==> config.mk <==
export PLATFORM = sky130hd
export DESIGN_NAME = step_sequencer
export DESIGN_NICKNAME = d
export VERILOG_FILES = /design/src/rtl/proc_pkg.sv /design/src/rtl/instr_fifo.sv /design/src/rtl/step_sequencer.sv
export SDC_FILE = /design/constraint.sdc
export NUM_CORES = 1
export LEC_CHECK = 0
export CAP_MARGIN = 20
export CORE_MARGIN = 3
export CORE_UTILIZATION = 50
export DETAILED_ROUTE_END_ITERATION = 10
export GPL_ROUTABILITY_DRIVEN = 0
export PLACE_DENSITY = 0.81
export SLEW_MARGIN = 5
export SYNTH_ARGS = -nofsm -noshare
export SYNTH_HDL_FRONTEND = slang
export SYNTH_SLANG_ARGS = --single-unit
==> constraint.sdc <==
create_clock -name Clock -period 1.95 [get_ports Clock]
set_input_delay 0.585 -clock Clock [delete_from_list [all_inputs] [get_ports Clock]]
set_output_delay 0.585 -clock Clock [all_outputs]
set_load 0.03 [all_outputs]
met3.png
Bar = 20 um.
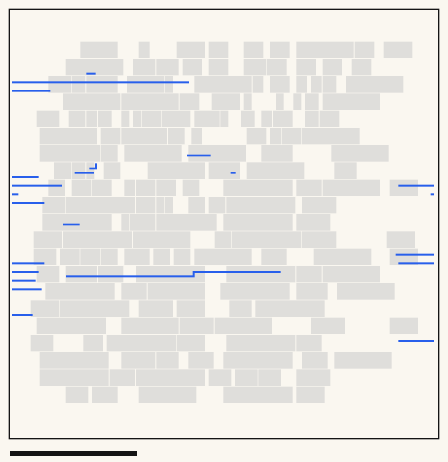
share of all routed wire: 4.1%
longest straight run: 27.6 um
main direction: horizontal
met3 usage in global routing: 4.83%
Vias: 1,103
DRT Wirelength: 3330 um

zoom.png
Bar = 10 um. Window x 27 to 67, y 0 to 40 um. Cells in grey, sequential cells in the stronger grey; small squares are vias.
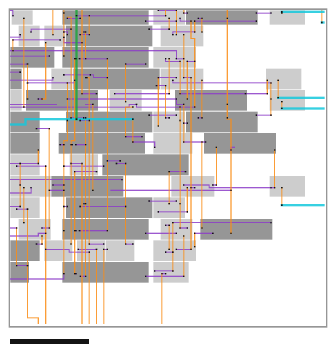
legend:
  orange:
    layer: met2
  cyan:
    layer: met3
  green:
    layer: met4
  purple:
    layer: met1
cells with their middle in the window: 47
most frequent: edfxtp_1 (10), dfrtp_1 (7), dlymetal6s2s_1 (7)
sequential cells in the window: 18

met1.png
Bar = 20 um. Supply wires on this layer in grey.
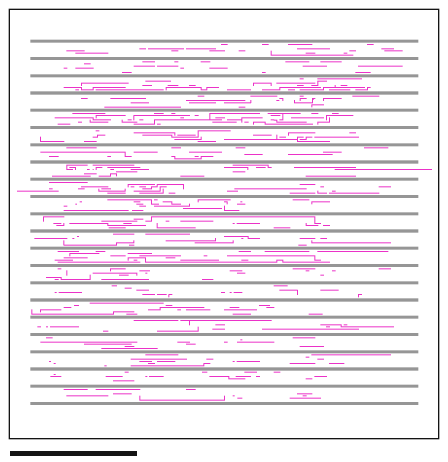
share of all routed wire: 41%
longest straight run: 25.8 um
wire length on this layer: 1,360 um
main direction: horizontal
nets with wire on the layer: 167
M1 GR Usage: 19.3%

gate_families.png
Bar = 20 um.
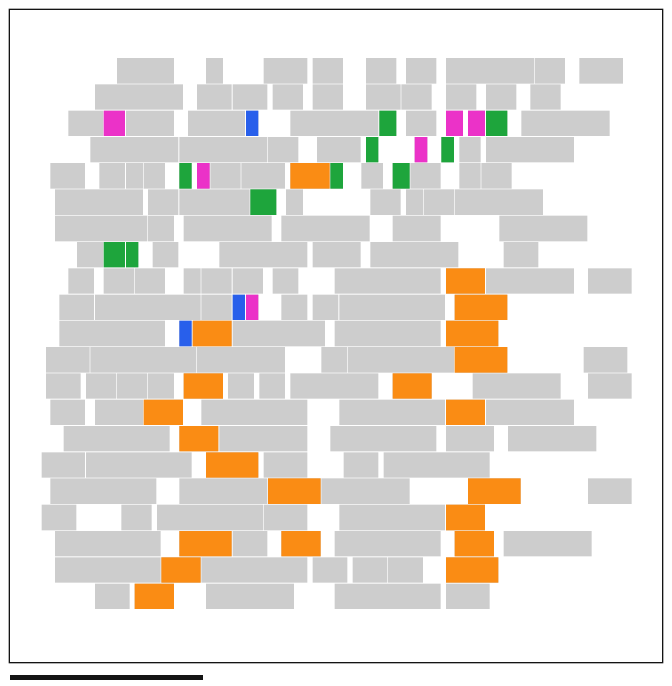
legend:
  orange:
    family: multiplexers
    cells: 21
  blue:
    family: inverters
    cells: 3
  green:
    family: NAND gates
    cells: 10
  magenta:
    family: NOR gates
    cells: 6
    where: north
Final Non-Filler Cells: 218
Comb/total area: 23.7%

final_congestion.png
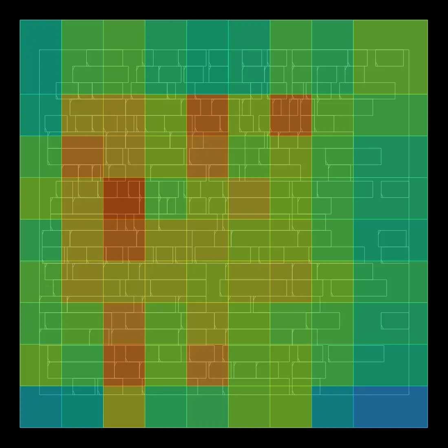
Util after Layout: 72.5%
GR met2 Demand/Resource: 27.1%
DR WL/cell: 15.3 um
Tot GR Track Use: 16.3%

==> changes_impl.md <==
## Implementation

* Slew Viols, Final at 0
* Length of the first detailed-routing pass in iterations at 4
* Overall Power at 4390 uW
* Max reg flops at 20
* Fa+ha+maj area frac at approximately 1.3%
* Status: complete, no violations
* P_seq at ~1700 uW
* Worst path top cell family by delay: buffers and inverters
* Final Hold Fails at 0
* CP Capture Type: primary output
* Main flop type: dfrtp_1
* Flop pwr share at between 30% and 40%
* Most frequent logic cell in the layout: dfrtp_1
* Synthesized registers at ~47
* Internal power at around 2800 uW
* Cell type taking the most area: flip-flops and latches
* Max incr delay on CP at ~0.67 ns
* CTS resizes at 10
* Peak supply drop at between 1 and 1.5 mV
* Clock share of power at between 10% and 20%
* Psw at ~1600 uW
* Total gr overflow at 0
* H-Tree Depth at 2
* Area after DPL at about 0.0024 mm^2
* Largest net degree at the start of global routing at 28
* Die width at 67.5 um
* Top cells by count: 27 x dfrtp_1, 20 x edfxtp_1, 13 x mux2_2
* Top Layout Cells: 25 x dfrtp_1, 20 x edfxtp_1, 16 x clkdlybuf4s50_1, 13 x mux2_2, 11 x dlymetal6s2s_1
* Latency at later pin at 0.30 ns
* Area occupied by registers at roughly 0.0013 mm^2
* Biggest area consumer among synthesized cells: dfrtp_1
* Logic pwr share at a little under half
* Fin worst setup slack at ~0.051 ns
* Global-route wire length before repair at roughly 5300 um
* Chip footprint at between 0.004 and 0.005 mm^2
* Nets at 189
* Simple Share, Synth at 5.36%
* Vias in the first global route at between 1k and 1.5k
* Number of setup buffers added after CTS at 0
* Seq/total area at 50.5%
* FF-to-FF path depth at 4
* Worst Path Buf+Inv at 1
* Multi-In Gates at between 60 and 70
* RSZ-0062 raised after global routing: true
* Yosys cell count at 120
* Initial antenna violation count at 0
* Met3 wire length at around 140 um
* Setup Slack @ Placement at about 0.0042 ns
* Fill cells at about 240
* XOR-XNOR Cells, Area Fraction at 6.95%
* Hold depth at 1
* Area growth, synth to finish at 34.0%
* CP Max Fanout at 2
* Inverters at 3
* CTS Buffer Depth at 2
* Max-cap violations at 0
* WHS at around 0.47 ns
* Ys async rst share at a little under three fifths
* Post-synthesis area per instance at between 15 and 20 um^2
* TNS Setup at 0 ns
* Crit path DAT at approximately 1.3 ns
* Clock Skew at 0.00477 ns
* Static Leak at roughly 0.0012 uW
* Drt drc at 0
No activity file was given, so power comes from the tool's default toggle rates.
